**config.mk**
```make
export PLATFORM = sky130hd
export DESIGN_NAME = rx_chan_source_flat
export DESIGN_NICKNAME = d
export VERILOG_FILES = /design/src/rtl/rx_chan_source_if.sv /design/src/rtl/rx_chan_source.sv /design/src/flat_wrapper.sv
export SDC_FILE = /design/constraint.sdc
export NUM_CORES = 1
export LEC_CHECK = 0
export CORE_ASPECT_RATIO = 0.8
export CORE_MARGIN = 4
export CORE_UTILIZATION = 40
export DETAILED_ROUTE_END_ITERATION = 7
export GPL_TIMING_DRIVEN = 0
export PLACE_DENSITY = 0.7
export SLEW_MARGIN = 0
export SYNTH_ARGS = -nofsm -noshare
export SYNTH_HDL_FRONTEND = slang
export SYNTH_SLANG_ARGS = --single-unit
```
**constraint.sdc**
```tcl
create_clock -name clock -period 2.8 [get_ports clock]
set_clock_uncertainty 0.2 [all_clocks]
set_input_delay 0.56 -clock clock [delete_from_list [all_inputs] [get_ports clock]]
set_output_delay 0.56 -clock clock [all_outputs]
set_load 0.1 [all_outputs]
```
**src/rtl/rx_chan_source_if.sv**
```systemverilog
// Sample-path bundle between the DDC/TX sources and rx_chan_source.
// slave = the selector itself; master = whoever drives it (rx_chain side / testbench).
interface rx_chan_source_if #(
   parameter int NUM_CHAN = 8,
   parameter int WIDTH    = 16,
   parameter int STOP_W   = 16
);
   localparam int NUM_PAIRS = NUM_CHAN / 2;

   logic                      enable;
   logic                      strobe_in;
   logic                      tx_strobe;
   logic [2*NUM_PAIRS-1:0]    mode;
   logic [NUM_CHAN*WIDTH-1:0] rx_in;
   logic [NUM_CHAN*WIDTH-1:0] tx_in;
   logic                      stop;
   logic [STOP_W-1:0]         stop_time;
   logic [NUM_CHAN*WIDTH-1:0] out;
   logic                      out_strobe;
   logic                      run_en;

   modport master (
      output enable, strobe_in, tx_strobe, mode, rx_in, tx_in, stop, stop_time,
      input  out, out_strobe, run_en
   );

   modport slave (
      input  enable, strobe_in, tx_strobe, mode, rx_in, tx_in, stop, stop_time,
      output out, out_strobe, run_en
   );
endinterface

```
**src/rtl/rx_chan_source.sv**
```systemverilog
// Per-I/Q-pair RX sample source select (live / loopback / counter / zero-or-PRBS) with freeze clock enable.
// Optional macro RX_SRC_PRBS_EN: mode 3 emits a 16-bit LFSR pattern (WIDTH must be 16) instead of zeros.
module rx_chan_source #(
   parameter int NUM_CHAN = 8,
   parameter int WIDTH    = 16,
   parameter int STOP_W   = 16
) (
   input logic               clock,
   input logic               reset,
   rx_chan_source_if.slave   bus
);
   localparam int NUM_PAIRS = NUM_CHAN / 2;

   logic [STOP_W-1:0]         timestop_q, timestop_d;
   logic [WIDTH-1:0]          counter_q, counter_d;
   logic [NUM_CHAN*WIDTH-1:0] loop_q, loop_d;
   logic [NUM_CHAN*WIDTH-1:0] out_q, out_d;
   logic                      out_strobe_q, out_strobe_d;
   logic                      run_en;
   logic                      fire;
`ifdef RX_SRC_PRBS_EN
   logic [15:0]               lfsr_q, lfsr_d;
`endif

   // Freeze acts as a clock enable: every state register holds while timestop is non-zero.
   assign run_en = (timestop_q == '0);
   assign fire   = run_en & bus.strobe_in & bus.enable;

   always_comb begin
      timestop_d   = timestop_q;
      counter_d    = counter_q;
      loop_d       = loop_q;
      out_d        = out_q;
      out_strobe_d = 1'b0;
`ifdef RX_SRC_PRBS_EN
      lfsr_d       = lfsr_q;
`endif

      if (timestop_q != '0)
         timestop_d = timestop_q - STOP_W'(1);
      else if (bus.stop)
         timestop_d = bus.stop_time;

      if (run_en) begin
         if (!bus.enable)
            counter_d = '0;
         else if (bus.strobe_in)
            counter_d = counter_q + WIDTH'(2);

         if (bus.tx_strobe)
            loop_d = bus.tx_in;

         if (fire) begin
            out_strobe_d = 1'b1;
            for (int unsigned k = 0; k < NUM_PAIRS; k++) begin
               case (bus.mode[2*k +: 2])
                  2'd0: out_d[2*k*WIDTH +: 2*WIDTH] = bus.rx_in[2*k*WIDTH +: 2*WIDTH];
                  2'd1: out_d[2*k*WIDTH +: 2*WIDTH] = loop_q[2*k*WIDTH +: 2*WIDTH];
                  2'd2: begin
                     out_d[2*k*WIDTH     +: WIDTH] = counter_q;
                     out_d[(2*k+1)*WIDTH +: WIDTH] = counter_q + WIDTH'(1);
                  end
                  default: begin
`ifdef RX_SRC_PRBS_EN
                     out_d[2*k*WIDTH     +: WIDTH] = WIDTH'(lfsr_q);
                     out_d[(2*k+1)*WIDTH +: WIDTH] = WIDTH'(~lfsr_q);
`else
                     out_d[2*k*WIDTH +: 2*WIDTH] = '0;
`endif
                  end
               endcase
            end
`ifdef RX_SRC_PRBS_EN
            // Fibonacci x^16+x^14+x^13+x^11+1, shifting right with feedback into the MSB.
            lfsr_d = {lfsr_q[0] ^ lfsr_q[2] ^ lfsr_q[3] ^ lfsr_q[5], lfsr_q[15:1]};
`endif
         end
      end
   end

   always_ff @(posedge clock) begin
      if (reset) begin
         timestop_q   <= '0;
         counter_q    <= '0;
         loop_q       <= '0;
         out_q        <= '0;
         out_strobe_q <= 1'b0;
`ifdef RX_SRC_PRBS_EN
         lfsr_q       <= 16'hACE1;
`endif
      end else begin
         timestop_q   <= timestop_d;
         counter_q    <= counter_d;
         loop_q       <= loop_d;
         out_q        <= out_d;
         out_strobe_q <= out_strobe_d;
`ifdef RX_SRC_PRBS_EN
         lfsr_q       <= lfsr_d;
`endif
      end
   end

   assign bus.out        = out_q;
   assign bus.out_strobe = out_strobe_q;
   assign bus.run_en     = run_en;
endmodule

```
**src/flat_wrapper.sv**
```systemverilog
// flat-port wrapper written by rule: the top's interface ports become plain ports
module rx_chan_source_flat 
#(
   parameter int NUM_CHAN = 8,
   parameter int WIDTH    = 16,
   parameter int STOP_W   = 16
)
  (clock, reset, bus_enable, bus_strobe_in, bus_tx_strobe, bus_mode, bus_rx_in, bus_tx_in, bus_stop, bus_stop_time, bus_out, bus_out_strobe, bus_run_en);
  rx_chan_source_if #(.NUM_CHAN(NUM_CHAN), .WIDTH(WIDTH), .STOP_W(STOP_W)) bus_i ();
  input logic clock;
  input logic reset;
  input wire logic [$bits(bus_i.enable)-1:0] bus_enable;
  input wire logic [$bits(bus_i.strobe_in)-1:0] bus_strobe_in;
  input wire logic [$bits(bus_i.tx_strobe)-1:0] bus_tx_strobe;
  input wire logic [$bits(bus_i.mode)-1:0] bus_mode;
  input wire logic [$bits(bus_i.rx_in)-1:0] bus_rx_in;
  input wire logic [$bits(bus_i.tx_in)-1:0] bus_tx_in;
  input wire logic [$bits(bus_i.stop)-1:0] bus_stop;
  input wire logic [$bits(bus_i.stop_time)-1:0] bus_stop_time;
  output wire logic [$bits(bus_i.out)-1:0] bus_out;
  output wire logic [$bits(bus_i.out_strobe)-1:0] bus_out_strobe;
  output wire logic [$bits(bus_i.run_en)-1:0] bus_run_en;
  assign bus_i.enable = bus_enable;
  assign bus_i.strobe_in = bus_strobe_in;
  assign bus_i.tx_strobe = bus_tx_strobe;
  assign bus_i.mode = bus_mode;
  assign bus_i.rx_in = bus_rx_in;
  assign bus_i.tx_in = bus_tx_in;
  assign bus_i.stop = bus_stop;
  assign bus_i.stop_time = bus_stop_time;
  assign bus_out = bus_i.out;
  assign bus_out_strobe = bus_i.out_strobe;
  assign bus_run_en = bus_i.run_en;
  rx_chan_source #(.NUM_CHAN(NUM_CHAN), .WIDTH(WIDTH), .STOP_W(STOP_W)) u_core (.clock(clock), .reset(reset), .bus(bus_i));
endmodule
```
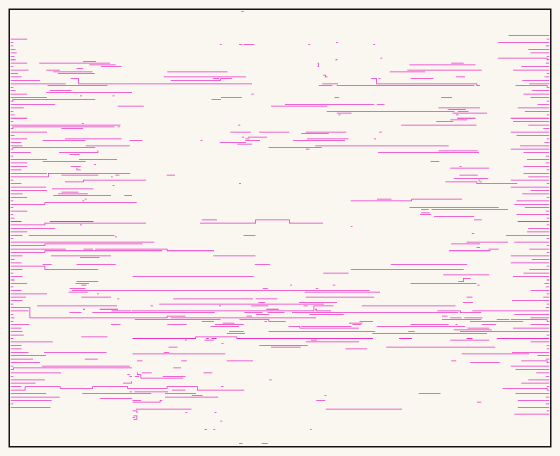
(M3 wires)
The layer holds 10% of the routed length. The longest straight run is 117 um. The layer carries 5880 um of wire. The wires run mostly horizontal. 405 nets have wire on it.
Vias: 13990
met3 GRT Util: 0.07256
final wirelength: 56.15 mm

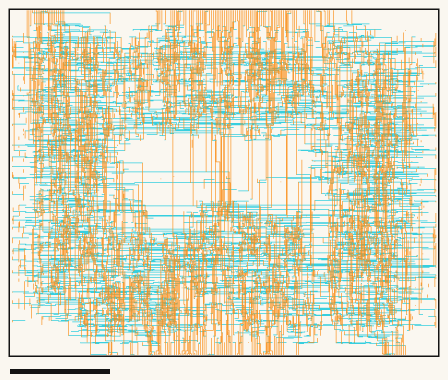
(signal wires by layer)
The bar under the picture is 50 um long. Only two layers are drawn.
met1: drawn in cyan, wire length 23.2 mm. met2: drawn in orange, wire length 24.9 mm.
Routed wire per std cell: 22.12 um
GRT Total Usage: 0.2870

==> results_slide.txt <==
Run Summary

Timing
  – Final setup fails: 1
  – Setup slack after layout: -0.02852 ns
  – Slew @ Worst Pin: 1.357 ns
  – Hold WS: approximately 0.25 ns
  – Tmin final: 2.829 ns
  – Maximum clock rate: 0.3535 GHz
  – TNS Setup: -0.02852 ns

Run status
  – Status: finished, violations left
  – Failing checks: setup timing

Finish
  – Post-route cell area: approximately 19000 um2
  – Area growth, synth to finish: 42.63%
  – Data buffer area share: 0.2468
  – Mi-comb count: about 1200
  – Flops: around 290
  – Sequential share of cell area: 0.2997
  – Layout cell share with drive strength beyond 1: 0.1095
  – Inverter count: 7
  – Buffers, non-clock: 567
  – Most common logic cell in the routed design: nand2_1
  – Area of the multi-input gates: around 7100 um2
  – Largest class: combinational gates

Critical path
  – WP depth: 8
  – Setup crit end: bus_run_en
  – Crit-path max FO: 6
  – CP delay by family, top: simple AND/OR/NAND/NOR gates

Pwr
  – Power Dens Cells: approximately 740 nW/um2
  – Clk pwr: 4.39 mW
  – Comb. pwr: 4.84 mW
  – Switch Pwr: 5.501 mW

Clock network
  – Clock Latency Late Sink: roughly 0.56 ns
  – CTS root buf: clkbuf_16

Global routing
  – Most used routing layer: met2
  – Vias in the first global route: 13580
  – GRT Residual Overflow: 0
  – Met1 Use GR: 0.3819

Synthesis
  – Adder-cell share of the synthesized area: 0.002780
  – Post-synth regs: 288
  – Unique cell types: around 50
  – Mapped Nets: 1927
  – Syn avg cell area: 8.242 um2
  – Area leader, netlist: dfxtp_1
  – Yosys warns: 0

Hold path
  – Hold depth: 2
  – Hold path startpoint: u_core.bus.out[80]$_SDFFE_PP0P_

Placement
  – Routability cong.: 0.9141
  – DP Worst Slack: -1.182 ns

Job
  – Tool Warnings: 29

Floorplanning
  – Fp_density: 0.4100
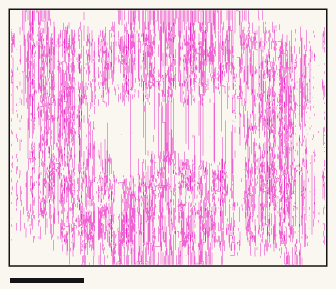
(M2 wires)
The bar under the picture is 50 um long.
The layer holds 44% of the routed length. The longest straight run is 70.2 um. The layer carries 24.9 mm of wire.

## cells in the mapped netlist (all sizes together)
cell type and count:
and3 3, a211oi 126, nor2b 4, or3b 1, a31oi 3, a21oi 145
o21a 1, nand4 4, inv 6, nor3 125, clkbuf 113, or2 1
nand3b 2, ha 3, nor4 4, nor4b 3, o21ai 11, a311oi 4
clkinv 1, o31ai 1, nand2 296, buf 40, dfxtp 288, or3 16
a41oi 2, nand2b 2, xnor2 2, a211o 1, a22o 1, nand3 26
and4 1, xor2 7, o211a 1, nor3b 1, mux2i 125, nor2 254
and2 1, nand4b 5, and4b 1, o22ai 3, or4 2, a221oi 2
## what timing repair did
item	in CTS	in global routing
resized	147	19
hold buffers	0	0
pin swaps	2	1
endpoints found under the setup margin	366	105
setup buffers	8	3
No activity file was given, so power comes from the tool's default toggle rates.
